==> src/rtl/fadd_norm_if.sv <==
// Handshake and data bundle between the mantissa add stage, the normaliser and the round/pack stage.
// The master side is the upstream/downstream environment; the normaliser uses the slave side.
interface fadd_norm_if;
   logic        in_valid;
   logic        in_ready;
   logic        in_sign;
   logic [5:1]  in_exp;
   logic [12:1] in_mant;
   logic        out_valid;
   logic        out_ready;
   logic        out_sign;
   logic [5:1]  out_exp;
   logic [11:1] out_mant;
   logic        out_zero;
   logic        out_uflow;
   logic        out_oflow;

   modport master (
      output in_valid, in_sign, in_exp, in_mant, out_ready,
      input  in_ready, out_valid, out_sign, out_exp, out_mant,
             out_zero, out_uflow, out_oflow
   );

   modport slave (
      input  in_valid, in_sign, in_exp, in_mant, out_ready,
      output in_ready, out_valid, out_sign, out_exp, out_mant,
             out_zero, out_uflow, out_oflow
   );
endinterface

==> src/rtl/fadd_norm_sequencer.sv <==
// Multi-cycle normaliser for the half-precision adder: shifts the raw sum left by up to
// STEP_MAX places per cycle (or right once on carry) until the hidden bit is set or e hits 1.
module fadd_norm_sequencer #(
   parameter int STEP_MAX = 4
) (
   input  logic        clk,
   input  logic        rst_n,
   fadd_norm_if.slave  bus,
   output logic [1:0]  dbg_state
);

   typedef enum logic [1:0] {IDLE = 2'd0, SHIFT = 2'd1, DONE = 2'd2} state_t;

   state_t      state;
   logic [11:1] m;
   logic [5:1]  e;
   logic        sign_q;
   logic        zero_q;
   logic        uflow_q;
   logic        oflow_q;
   logic        valid_q;

   logic        accept;
   logic [3:0]  lzc;
   logic [4:0]  step;
   logic [11:1] m_shift;
   logic [5:1]  e_next;

   // Valid/ready: a transfer happens on a rising edge where valid and ready are both high.
   // in_ready reaches DONE combinationally through out_ready so a finished result and the next
   // operand can swap on one edge; out_valid only falls after an edge with out_ready high.
   assign bus.in_ready = (state == IDLE) || (state == DONE && bus.out_ready);
   assign accept       = bus.in_valid && bus.in_ready;

   assign bus.out_valid = valid_q;
   assign bus.out_sign  = sign_q;
   assign bus.out_exp   = e;
   assign bus.out_mant  = m;
   assign bus.out_zero  = zero_q;
   assign bus.out_uflow = uflow_q;
   assign bus.out_oflow = oflow_q;
   assign dbg_state     = state;

   // In SHIFT m is non-zero with m[11] clear, so lzc is always 1..10.
   always_comb begin
      lzc = 4'd0;
      for (int i = 1; i <= 11; i++) begin
         if (m[i]) lzc = 4'(11 - i);
      end
      step = {1'b0, lzc};
      if (5'(STEP_MAX) < step) step = 5'(STEP_MAX);
      if ((e - 5'd1) < step) step = e - 5'd1;
      m_shift = m << step;
      e_next  = e - step;
   end

   always_ff @(posedge clk or negedge rst_n) begin
      if (!rst_n) begin
         state   <= IDLE;
         m       <= '0;
         e       <= '0;
         sign_q  <= 1'b0;
         zero_q  <= 1'b0;
         uflow_q <= 1'b0;
         oflow_q <= 1'b0;
         valid_q <= 1'b0;
      end else if (accept) begin
         sign_q  <= bus.in_sign;
         zero_q  <= 1'b0;
         uflow_q <= 1'b0;
         oflow_q <= 1'b0;
         valid_q <= 1'b1;
         state   <= DONE;
         if (bus.in_exp == 5'd31) begin
            m <= bus.in_mant[11:1];
            e <= bus.in_exp;
         end else if (bus.in_mant[12]) begin
            // Carry: shift right once, dropping the lsb; an exponent of 31 means overflow.
            if (bus.in_exp == 5'd30) begin
               m       <= '0;
               e       <= 5'd31;
               oflow_q <= 1'b1;
            end else begin
               m <= bus.in_mant[12:2];
               e <= bus.in_exp + 5'd1;
            end
         end else if (bus.in_mant == 12'd0) begin
            m      <= '0;
            e      <= '0;
            zero_q <= 1'b1;
         end else if (bus.in_mant[11] || bus.in_exp == 5'd0) begin
            m <= bus.in_mant[11:1];
            e <= bus.in_exp;
         end else begin
            m       <= bus.in_mant[11:1];
            e       <= bus.in_exp;
            valid_q <= 1'b0;
            state   <= SHIFT;
         end
      end else begin
         case (state)
            SHIFT: begin
               if (e == 5'd1) begin
                  e       <= '0;
                  uflow_q <= 1'b1;
                  valid_q <= 1'b1;
                  state   <= DONE;
               end else begin
                  m <= m_shift;
                  e <= e_next;
                  if (step == {1'b0, lzc}) begin
                     valid_q <= 1'b1;
                     state   <= DONE;
                  end
               end
            end
            DONE: begin
               if (bus.out_ready) begin
                  valid_q <= 1'b0;
                  state   <= IDLE;
               end
            end
            default: state <= IDLE;
         endcase
      end
   end

endmodule

==> src/flat_wrapper.sv <==
// flat-port wrapper written by rule: the top's interface ports become plain ports
module fadd_norm_sequencer_flat 
#(
   parameter int STEP_MAX = 4
)
  (clk, rst_n, dbg_state, bus_in_valid, bus_in_sign, bus_in_exp, bus_in_mant, bus_out_ready, bus_in_ready, bus_out_valid, bus_out_sign, bus_out_exp, bus_out_mant, bus_out_zero, bus_out_uflow, bus_out_oflow);
  fadd_norm_if bus_i ();
  input  logic clk;
  input  logic rst_n;
  output logic [1:0] dbg_state;
  input wire logic [$bits(bus_i.in_valid)-1:0] bus_in_valid;
  input wire logic [$bits(bus_i.in_sign)-1:0] bus_in_sign;
  input wire logic [$bits(bus_i.in_exp)-1:0] bus_in_exp;
  input wire logic [$bits(bus_i.in_mant)-1:0] bus_in_mant;
  input wire logic [$bits(bus_i.out_ready)-1:0] bus_out_ready;
  output wire logic [$bits(bus_i.in_ready)-1:0] bus_in_ready;
  output wire logic [$bits(bus_i.out_valid)-1:0] bus_out_valid;
  output wire logic [$bits(bus_i.out_sign)-1:0] bus_out_sign;
  output wire logic [$bits(bus_i.out_exp)-1:0] bus_out_exp;
  output wire logic [$bits(bus_i.out_mant)-1:0] bus_out_mant;
  output wire logic [$bits(bus_i.out_zero)-1:0] bus_out_zero;
  output wire logic [$bits(bus_i.out_uflow)-1:0] bus_out_uflow;
  output wire logic [$bits(bus_i.out_oflow)-1:0] bus_out_oflow;
  assign bus_i.in_valid = bus_in_valid;
  assign bus_i.in_sign = bus_in_sign;
  assign bus_i.in_exp = bus_in_exp;
  assign bus_i.in_mant = bus_in_mant;
  assign bus_i.out_ready = bus_out_ready;
  assign bus_in_ready = bus_i.in_ready;
  assign bus_out_valid = bus_i.out_valid;
  assign bus_out_sign = bus_i.out_sign;
  assign bus_out_exp = bus_i.out_exp;
  assign bus_out_mant = bus_i.out_mant;
  assign bus_out_zero = bus_i.out_zero;
  assign bus_out_uflow = bus_i.out_uflow;
  assign bus_out_oflow = bus_i.out_oflow;
  fadd_norm_sequencer #(.STEP_MAX(STEP_MAX)) u_core (.clk(clk), .rst_n(rst_n), .bus(bus_i), .dbg_state(dbg_state));
endmodule
==> config.mk <==
export PLATFORM = sky130hd
export DESIGN_NAME = fadd_norm_sequencer_flat
export DESIGN_NICKNAME = d
export VERILOG_FILES = /design/src/rtl/fadd_norm_if.sv /design/src/rtl/fadd_norm_sequencer.sv /design/src/flat_wrapper.sv
export SDC_FILE = /design/constraint.sdc
export NUM_CORES = 1
export LEC_CHECK = 0
export ABC_AREA = 0
export CAP_MARGIN = 0
export CORE_MARGIN = 2
export CORE_UTILIZATION = 58
export CTS_BUF_LIST = sky130_fd_sc_hd__clkbuf_4
export CTS_CLUSTER_SIZE = 10
export DETAILED_ROUTE_END_ITERATION = 7
export GPL_ROUTABILITY_DRIVEN = 0
export GPL_TIMING_DRIVEN = 0
export PLACE_DENSITY = 0.84
export SLEW_MARGIN = 20
export SYNTH_ARGS = -nofsm -noshare
export SYNTH_HDL_FRONTEND = slang
export SYNTH_SLANG_ARGS = --single-unit
==> constraint.sdc <==
create_clock -name clk -period 6.2 [get_ports clk]
set_input_delay 1.24 -clock clk [delete_from_list [all_inputs] [get_ports clk]]
set_output_delay 1.24 -clock clk [all_outputs]
set_load 0.01 [all_outputs]
==> qor.csv <==
stage,metric,value,unit
clock_tree,CTS Buf Count,3,
power,total power,1.93,mW
synth,Seq cells post-synth,23,
place,DP Cell Count,386,
cells_and_area,Area Overhead vs Synth,22.5,%
cells_and_area,share of layout cells above drive strength 1,10.0,%
critical_path,crit path capture type,register,
route,DR vias/cell,6.68,
global_routing,largest net degree at the start of global routing,24,
die,chip width,68.2,µm
cells_and_area,final instance area,0.00293,mm²
global_routing,M3 GR Usage,1.97,%
cells_and_area,post-route insts no fill,390,
power,seq pwr,0.324,mW
timing,cycle use final,75.1,%
synth,Unique cell types,74,
synth,post-synthesis async set-or-reset flop share,100,%
timing,final hold viol count,0,
critical_path,R2R Setup Slk,1540,ps
die,FP Core Util,60.1,%
critical_path,RR Endpoint,u_core.bus.out_exp[5],
critical_path,Crit-path slowest cell,or4_1,
cells_and_area,fraction of area in registers,19.7,%
cells_and_area,clock buffers,4,
route,DR WL met3,513,µm
synth,Adder Area Share,8.70,%
global_routing,GRT overflow,0,
timing,Final Skew,3.18,ps
critical_path,CP startpoint,u_core.bus.out_mant[11],
timing,Max Fclk,215,MHz
power,switching power,1.02,mW
cells_and_area,most frequent cells in the layout,"clkdlybuf4s50_1 (44), nand2_1 (30), dfrtp_1 (23), a21oi_1 (21), o21ai_0 (21)",
clock_tree,CTS root buffer,clkbuf_4,
cells_and_area,count of non-CTS inverters in the layout,18,
worst_hold_path,Hold Path Stages,2,
route,Routed WL per cell,17.5,µm
global_routing,initial antenna violation count,0,
synth,main area contributors,"dfrtp_1 (24%), ha_1 (7.9%), nand2_1 (4.7%)",
critical_path,CP Max Fanout,8,
power,Sw Ratio,52.8,%
timing,Final WS setup,1540,ps
global_routing,vias in the first global route,2372,
global_routing,GR Util met2,51.5,%
critical_path,Max stage delay on crit path,580,ps
global_routing,gr busiest metal,met2,
timing,Slew @ Worst Pin,722,ps
clock_tree,H-tree level count,1,
route,Top Layer Used,met4,
synth,Avg Inst Size Synth,8.20,µm²
route,Starting DRT DRC Count,232,
power,Max rail drop VDD,0.226,mV
cells_and_area,final-layout non-clock buffer area share,17.8,%
route,met2 routed WL,3190,µm
status,outcome,completed,
route,drt first pass iters,5,
power,Int Power,0.911,mW
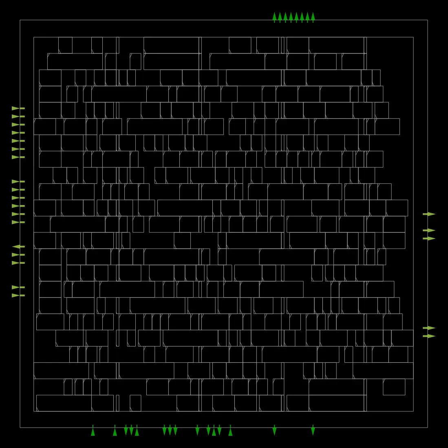
*Cell placement*
num sequential: 23
Rows: 23
core area: 0.00397 mm²

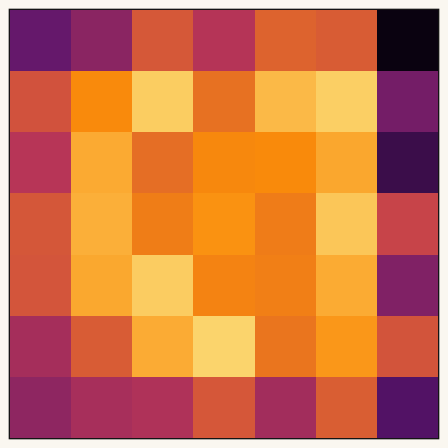
*Cell area per tile*
The die is cut into 7 by 7 equal tiles; black is low, pale yellow is high, 0 to 100% covered.
tiles over 75% full	29%
fullest tile	91%
mean over tiles	62%

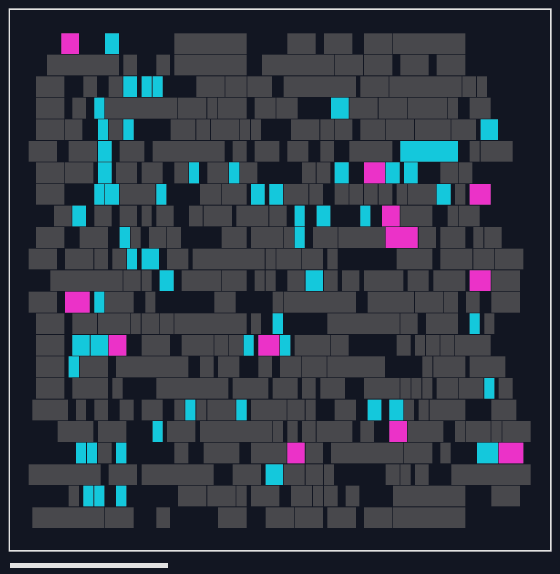
*Gate families picked out*
The bar under the picture is 20 µm long.
colour	family	cells
magenta	and/or cells	12
cyan	nand cells	55

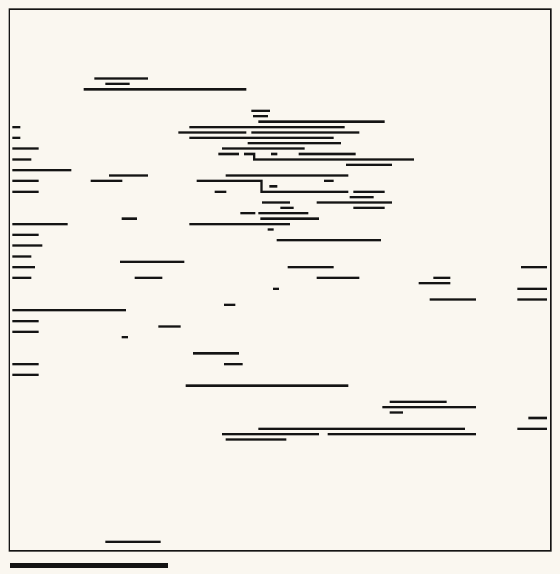
*Metal 3*
The bar under the picture is 20 µm long.
main direction	horizontal
share of all routed wire	7.5%

Power and IR drop assume default switching activity.
